File: config.mk
export PLATFORM = sky130hd
export DESIGN_NAME = opll_bus_writer
export DESIGN_NICKNAME = d
export VERILOG_FILES = /design/src/rtl/opll_bus_writer.sv
export SDC_FILE = /design/constraint.sdc
export NUM_CORES = 1
export LEC_CHECK = 0
export CAP_MARGIN = 30
export CORE_MARGIN = 3
export CORE_UTILIZATION = 35
export CTS_CLUSTER_SIZE = 10
export DETAILED_ROUTE_END_ITERATION = 10
export HOLD_SLACK_MARGIN = 0.15
export SYNTH_ARGS = -nofsm -noshare
export SYNTH_HDL_FRONTEND = slang
export SYNTH_SLANG_ARGS = --single-unit
File: constraint.sdc
create_clock -name clk -period 3.15 [get_ports clk]
set_input_delay 0.63 -clock clk [delete_from_list [all_inputs] [get_ports clk]]
set_output_delay 0.63 -clock clk [all_outputs]
set_load 0.1 [all_outputs]
File: src/rtl/opll_bus_writer.sv
// OPLL host-side write sequencer: request FIFO replayed as address/data bus cycles.
// Optional register shadow with redundant-write suppression: define OPLL_WR_SHADOW_EN.
module opll_bus_writer #(
    parameter int FIFO_DEPTH    = 4,
    parameter int STROBE_CYC    = 2,
    parameter int ADDR_WAIT_CYC = 12,
    parameter int DATA_WAIT_CYC = 84
) (
    input  logic                          clk,
    input  logic                          rst_n,
    input  logic                          s_valid,
    output logic                          s_ready,
    input  logic [5:0]                    s_addr,
    input  logic [7:0]                    s_data,
    output logic [7:0]                    opll_d,
    output logic                          opll_a0,
    output logic                          opll_cs_n,
    output logic                          opll_we_n,
    output logic                          busy,
    output logic [$clog2(FIFO_DEPTH):0]   fifo_level,
    input  logic [5:0]                    shadow_addr,
    output logic [7:0]                    shadow_data
);

    localparam int AW   = $clog2(FIFO_DEPTH);
    localparam int MW   = (ADDR_WAIT_CYC > DATA_WAIT_CYC) ? ADDR_WAIT_CYC : DATA_WAIT_CYC;
    localparam int MAXC = (MW > STROBE_CYC) ? MW : STROBE_CYC;
    localparam int CW   = (MAXC < 2) ? 1 : $clog2(MAXC);

    typedef enum logic [3:0] {
        S_IDLE, S_A_SETUP, S_A_STROBE, S_A_HOLD, S_A_WAIT,
        S_D_SETUP, S_D_STROBE, S_D_HOLD, S_D_WAIT
    } state_t;

    state_t          state, state_nx;
    logic [CW-1:0]   cnt, cnt_nx;
    logic [5:0]      lat_addr, addr_nx;
    logic [7:0]      lat_data, data_nx;
    logic            cs_nx, we_nx, a0_nx;
    logic [7:0]      d_nx;

    logic [13:0]     mem [FIFO_DEPTH];
    logic [AW-1:0]   wr_ptr, rd_ptr;
    logic [AW:0]     count;
    logic            full, push, pop, drop;
    logic [5:0]      head_addr;
    logic [7:0]      head_data;

    assign full       = (count == (AW+1)'(FIFO_DEPTH));
    assign s_ready    = !full;
    assign push       = s_valid && !full;
    assign pop        = (state == S_IDLE) && (count != '0);
    assign head_addr  = mem[rd_ptr][13:8];
    assign head_data  = mem[rd_ptr][7:0];
    assign fifo_level = count;
    assign busy       = (state != S_IDLE) || (count != '0);

    always_ff @(posedge clk) begin
        if (push) mem[wr_ptr] <= {s_addr, s_data};
    end

    always_ff @(posedge clk or negedge rst_n) begin
        if (!rst_n) begin
            wr_ptr <= '0;
            rd_ptr <= '0;
            count  <= '0;
        end else begin
            if (push) wr_ptr <= wr_ptr + AW'(1);
            if (pop)  rd_ptr <= rd_ptr + AW'(1);
            if (push && !pop)      count <= count + (AW+1)'(1);
            else if (pop && !push) count <= count - (AW+1)'(1);
        end
    end

`ifdef OPLL_WR_SHADOW_EN
    logic [7:0]  shadow [64];
    logic [63:0] shadow_vld;
    logic        key_reg;

    always_ff @(posedge clk) begin
        if (pop) shadow[head_addr] <= head_data;
    end

    always_ff @(posedge clk or negedge rst_n) begin
        if (!rst_n)   shadow_vld <= '0;
        else if (pop) shadow_vld[head_addr] <= 1'b1;
    end

    // key-on/block/F-num writes retrigger notes, so they are never suppressed
    assign key_reg     = (head_addr >= 6'h20) && (head_addr <= 6'h28);
    assign drop        = shadow_vld[head_addr] && (shadow[head_addr] == head_data) && !key_reg;
    assign shadow_data = shadow_vld[shadow_addr] ? shadow[shadow_addr] : 8'h00;
`else
    logic shadow_unused;
    assign shadow_unused = ^shadow_addr;
    assign drop          = 1'b0;
    assign shadow_data   = 8'h00;
`endif

    always_comb begin
        state_nx = state;
        cnt_nx   = cnt;
        addr_nx  = lat_addr;
        data_nx  = lat_data;
        unique case (state)
            S_IDLE: if (pop) begin
                addr_nx = head_addr;
                data_nx = head_data;
                if (!drop) state_nx = S_A_SETUP;
            end
            S_A_SETUP: begin
                state_nx = S_A_STROBE;
                cnt_nx   = CW'(STROBE_CYC - 1);
            end
            S_A_STROBE: begin
                if (cnt == '0) state_nx = S_A_HOLD;
                else           cnt_nx   = cnt - CW'(1);
            end
            S_A_HOLD: begin
                if (ADDR_WAIT_CYC == 0) state_nx = S_D_SETUP;
                else begin
                    state_nx = S_A_WAIT;
                    cnt_nx   = CW'(ADDR_WAIT_CYC - 1);
                end
            end
            S_A_WAIT: begin
                if (cnt == '0) state_nx = S_D_SETUP;
                else           cnt_nx   = cnt - CW'(1);
            end
            S_D_SETUP: begin
                state_nx = S_D_STROBE;
                cnt_nx   = CW'(STROBE_CYC - 1);
            end
            S_D_STROBE: begin
                if (cnt == '0) state_nx = S_D_HOLD;
                else           cnt_nx   = cnt - CW'(1);
            end
            S_D_HOLD: begin
                if (DATA_WAIT_CYC == 0) state_nx = S_IDLE;
                else begin
                    state_nx = S_D_WAIT;
                    cnt_nx   = CW'(DATA_WAIT_CYC - 1);
                end
            end
            S_D_WAIT: begin
                if (cnt == '0) state_nx = S_IDLE;
                else           cnt_nx   = cnt - CW'(1);
            end
            default: state_nx = S_IDLE;
        endcase
    end

    // bus pins are registered from the next state so they change cleanly on the edge
    always_comb begin
        cs_nx = 1'b1;
        we_nx = 1'b1;
        a0_nx = opll_a0;
        d_nx  = 8'h00;
        unique case (state_nx)
            S_A_SETUP, S_A_STROBE, S_A_HOLD: begin
                cs_nx = 1'b0;
                a0_nx = 1'b0;
                d_nx  = {2'b00, addr_nx};
                we_nx = (state_nx != S_A_STROBE);
            end
            S_D_SETUP, S_D_STROBE, S_D_HOLD: begin
                cs_nx = 1'b0;
                a0_nx = 1'b1;
                d_nx  = data_nx;
                we_nx = (state_nx != S_D_STROBE);
            end
            default: ;
        endcase
    end

    always_ff @(posedge clk or negedge rst_n) begin
        if (!rst_n) begin
            state     <= S_IDLE;
            cnt       <= '0;
            lat_addr  <= '0;
            lat_data  <= '0;
            opll_cs_n <= 1'b1;
            opll_we_n <= 1'b1;
            opll_a0   <= 1'b0;
            opll_d    <= 8'h00;
        end else begin
            state     <= state_nx;
            cnt       <= cnt_nx;
            lat_addr  <= addr_nx;
            lat_data  <= data_nx;
            opll_cs_n <= cs_nx;
            opll_we_n <= we_nx;
            opll_a0   <= a0_nx;
            opll_d    <= d_nx;
        end
    end

endmodule

**Run 1: signal wires by layer**

The bar under the picture is 20 um long. Two of the layers only.
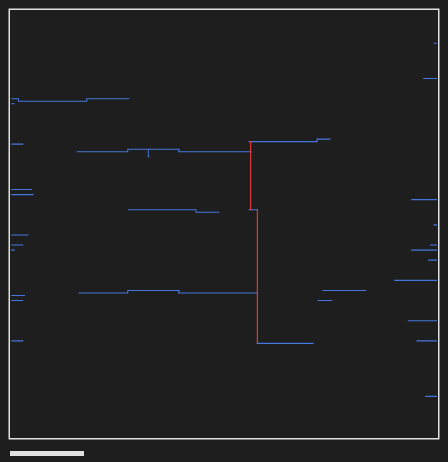
| layer | color | wire length |
|---|---|---|
| metal 3 | blue | 293 um |
| metal 4 | red | 54.4 um |

**Run 1: routing congestion**

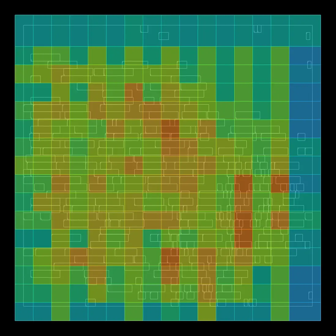
met1 Usage GRT: 16.6%
Core Util, Final: 42.3%
grt met2 use: 19.8%

**Run 1: sequential cells grouped by signal name**

The bar under the picture is 20 um long. Other sequential cells in the stronger gray, the rest of the logic in the fainter gray.
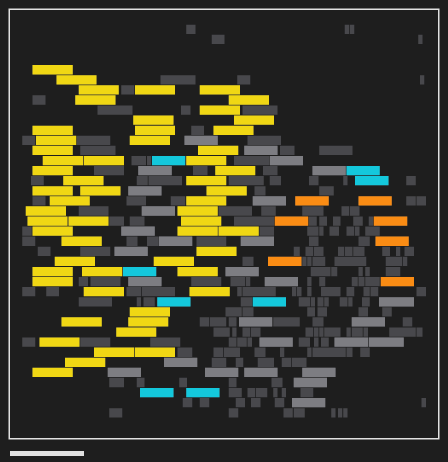
| netlist name | color | sequential cells |
|---|---|---|
| opll_d | cyan | 8 |
| mem | yellow | 56 |
| cnt | orange | 7 |

==> results_dict.tcl, run 1 <==
# collected from the flow reports
set metrics [dict create \
    rrSetupSlack_ns 0.96 \
    n_fill_cell 1037 \
    maxSlewViolCount 0 \
    dp_cells 425 \
    status "finished, final reports clean" \
    final_cell_area_sq_um 4890 \
    drive_gt1_share_pct 24.5 \
    pin_count 47 \
    area_leaders "edfxtp_1 (40%), dfrtp_1 (24%), mux4_2 (4.3%), mux2_2 (4.0%), mux4_1 (3.8%)" \
    final.setup.tns_ns 0 \
    slew_headroom_pct 53.1 \
    core.rowCount 39 \
    hpwlAfterDp_mm 4.86 \
    worst-path-max-fanout 5 \
    cp.arrival_ns 2.47 \
    seq_area_share_pct 56.5 \
    min_period_ns 2.21 \
    warnings 35 \
    synth_chip_area_sq_um 4190 \
    syn2layout_area_growth_pct 16.7 \
    vias 2150 \
    n_all_inverters 11 \
    initialDrtViolationCount 88 \
    syn_area_sq_um 4190 \
    route.met3.wl_um 292 \
    cts_tree "built" \
    comb_area_sq_um 1270 \
]
**Run 1: cells colored by class**

The bar under the picture is 20 um long.
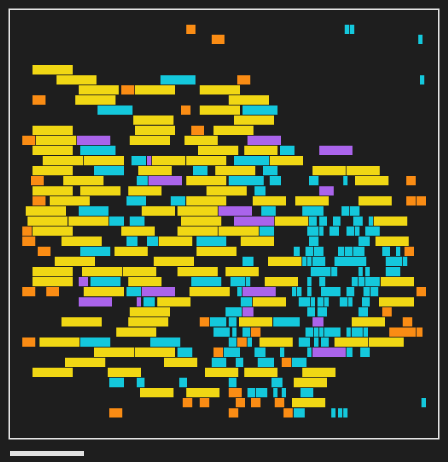

==> run 1 -> run 2 <==
==> constraint.sdc (replaced) <==
create_clock -name clk -period 1.9 [get_ports clk]
set_input_delay 0.38 -clock clk [delete_from_list [all_inputs] [get_ports clk]]
set_output_delay 0.38 -clock clk [all_outputs]
set_load 0.1 [all_outputs]
**Run 2: cells colored by class**

The bar under the picture is 20 um long.
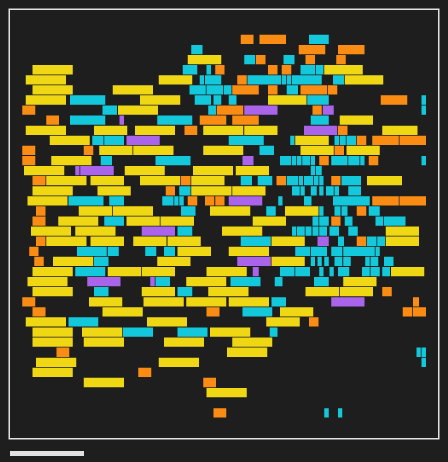
| class | color | cells | share of their area |
|---|---|---|---|
| remaining buffers and delay cells | orange | 63 | 13% |
| combinational and other logic | cyan | 144 | 27% |
| sequential cells | yellow | 99 | 55% |
| clock drivers and dummy loads | purple | 16 | 5.3% |

**Run 2: logic cells by family**

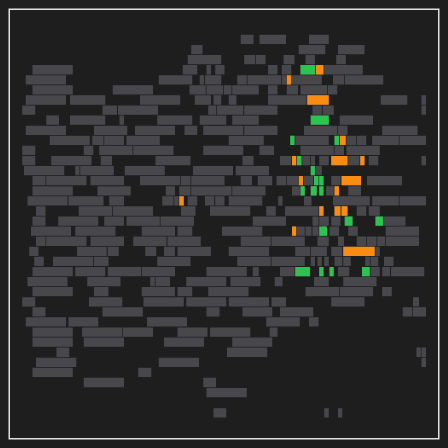
| family | color | cells | most used |
|---|---|---|---|
| nand cells | green | 18 | nand2_1 |
| nor cells | orange | 16 | nor2_1 |

==> results_dict.tcl, run 2 <==
# collected from the flow reports
set metrics [dict create \
    status "finished, final reports clean" \
    cp.arrival_ns 2.11 \
    ant_nets 0 \
    warnings 37 \
    final_core_util_pct 45.5 \
    final.setup.tns_ns 0 \
    gr-usage-all-layers_pct 12.3 \
    wl_met2_mm 3.88 \
    synth_chip_area_sq_um 4190 \
    n_fill_cell 1001 \
    largest_reg_flops 56 \
    ys_cells 255 \
    dp_slack_ns -0.157 \
    syn2layout_area_growth_pct 25.6 \
    vias 2263 \
    rrSetupSlack_ns 0.006 \
    cts_tree "built" \
    seq_area_share_pct 52.7 \
    area_leaders "edfxtp_1 (40%), dfrtp_1 (24%), mux4_2 (4.3%), mux2_2 (4.0%), mux4_1 (3.8%)" \
    core.rowCount 39 \
    clkLatencyLatePin_ns 0.34 \
    initCoreUtil_pct 36.2 \
    logic_gate_count 133 \
    n_all_inverters 11 \
    setup-violations-final 0 \
    hpwlAfterDp_mm 5.03 \
    initialDrtViolationCount 113 \
    grt_use_met2_pct 20.4 \
    leakagePower_nw 2.12 \
    syn_area_sq_um 4190 \
    min_period_ns 1.89 \
    drive_gt1_share_pct 32.3 \
    slew_headroom_pct 61.5 \
    route.met3.wl_um 274 \
    dp_cells 443 \
    worst-path-max-fanout 2 \
    p_per_area_nw_per_um2 1110 \
    grt_util_met3_pct 3.89 \
    grt_pass1_wl_mm 12.2 \
    pin_count 47 \
]
**Run 2: signal wires by layer**

The bar under the picture is 20 um long. Two of the layers only.
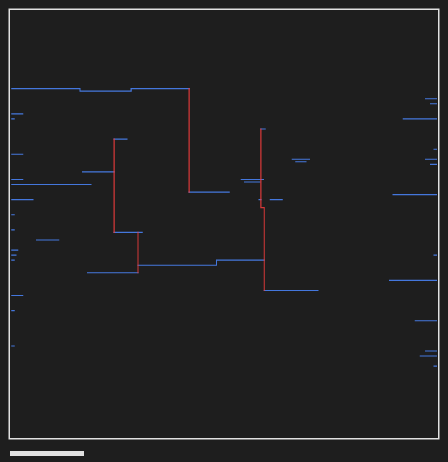
| layer | color | wire length |
|---|---|---|
| metal 3 | blue | 275 um |
| metal 4 | red | 108 um |

**Run 2: sequential cells grouped by signal name**

The bar under the picture is 20 um long. Other sequential cells in the stronger gray, the rest of the logic in the fainter gray.
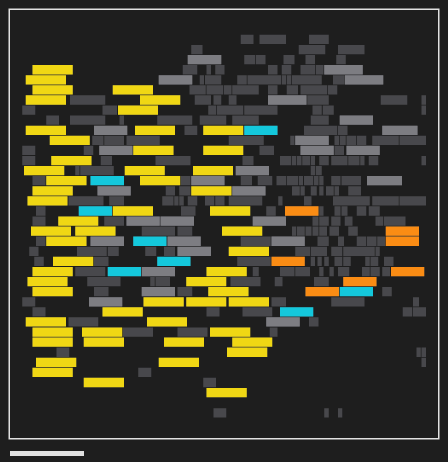

==> run 2 -> run 3 <==
--- a/config.mk
+++ b/config.mk
@@ -11,6 +11,8 @@
 export CTS_CLUSTER_SIZE = 10
 export DETAILED_ROUTE_END_ITERATION = 10
 export HOLD_SLACK_MARGIN = 0.15
+export REMOVE_ABC_BUFFERS = 1
+export SLEW_MARGIN = 10
 export SYNTH_ARGS = -nofsm -noshare
 export SYNTH_HDL_FRONTEND = slang
 export SYNTH_SLANG_ARGS = --single-unit
**Run 3: sequential cells grouped by signal name**

The bar under the picture is 20 um long. Other sequential cells in the stronger gray, the rest of the logic in the fainter gray.
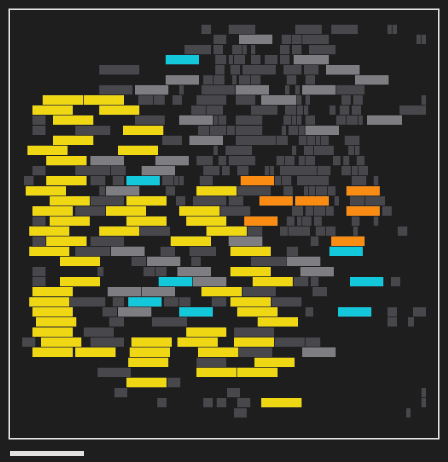
| netlist name | color | sequential cells |
|---|---|---|
| mem | yellow | 56 |
| opll_d | cyan | 8 |
| cnt | orange | 7 |

**Run 3: routing congestion**

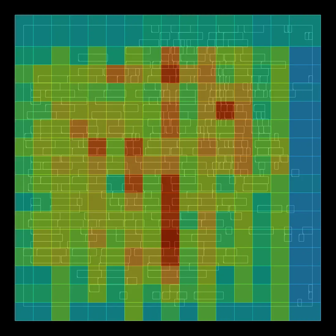
M3 GR Usage: 2.32%
total track usage: 12.3%
Core Util, Final: 46.5%
met1 Usage GRT: 15.0%

**Run 3: cells colored by class**

The bar under the picture is 20 um long.
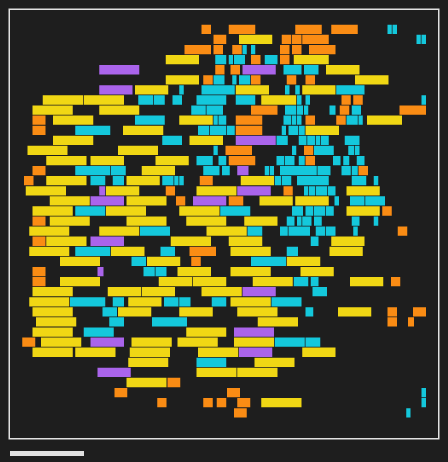
| class | color | cells | share of their area |
|---|---|---|---|
| remaining buffers and delay cells | orange | 67 | 14% |
| combinational and other logic | cyan | 144 | 26% |
| sequential cells | yellow | 99 | 53% |
| clock drivers and dummy loads | purple | 16 | 6.9% |

==> results_dict.tcl, run 3 <==
# collected from the flow reports
set metrics [dict create \
    pin_count 47 \
    status "finished, final reports clean" \
    syn2layout_area_growth_pct 28.4 \
    area_leaders "edfxtp_1 (40%), dfrtp_1 (24%), mux4_2 (4.3%), mux2_2 (4.0%), mux4_1 (3.8%)" \
    leakagePower_nw 2.19 \
    logic_gate_count 133 \
    ys_cells 255 \
    p_per_area_nw_per_um2 1170 \
    rrSetupSlack_ns 0.002 \
    ant_nets 0 \
    vias 2290 \
    warnings 36 \
    final.setup.tns_ns 0 \
    wl_met2_mm 3.96 \
    syn_area_sq_um 4190 \
    worst-path-max-fanout 2 \
    synth_chip_area_sq_um 4190 \
    slew_headroom_pct 62.4 \
    dp_slack_ns -0.239 \
    n_fill_cell 985 \
    clkLatencyLatePin_ns 0.34 \
    route.met3.wl_um 221 \
]
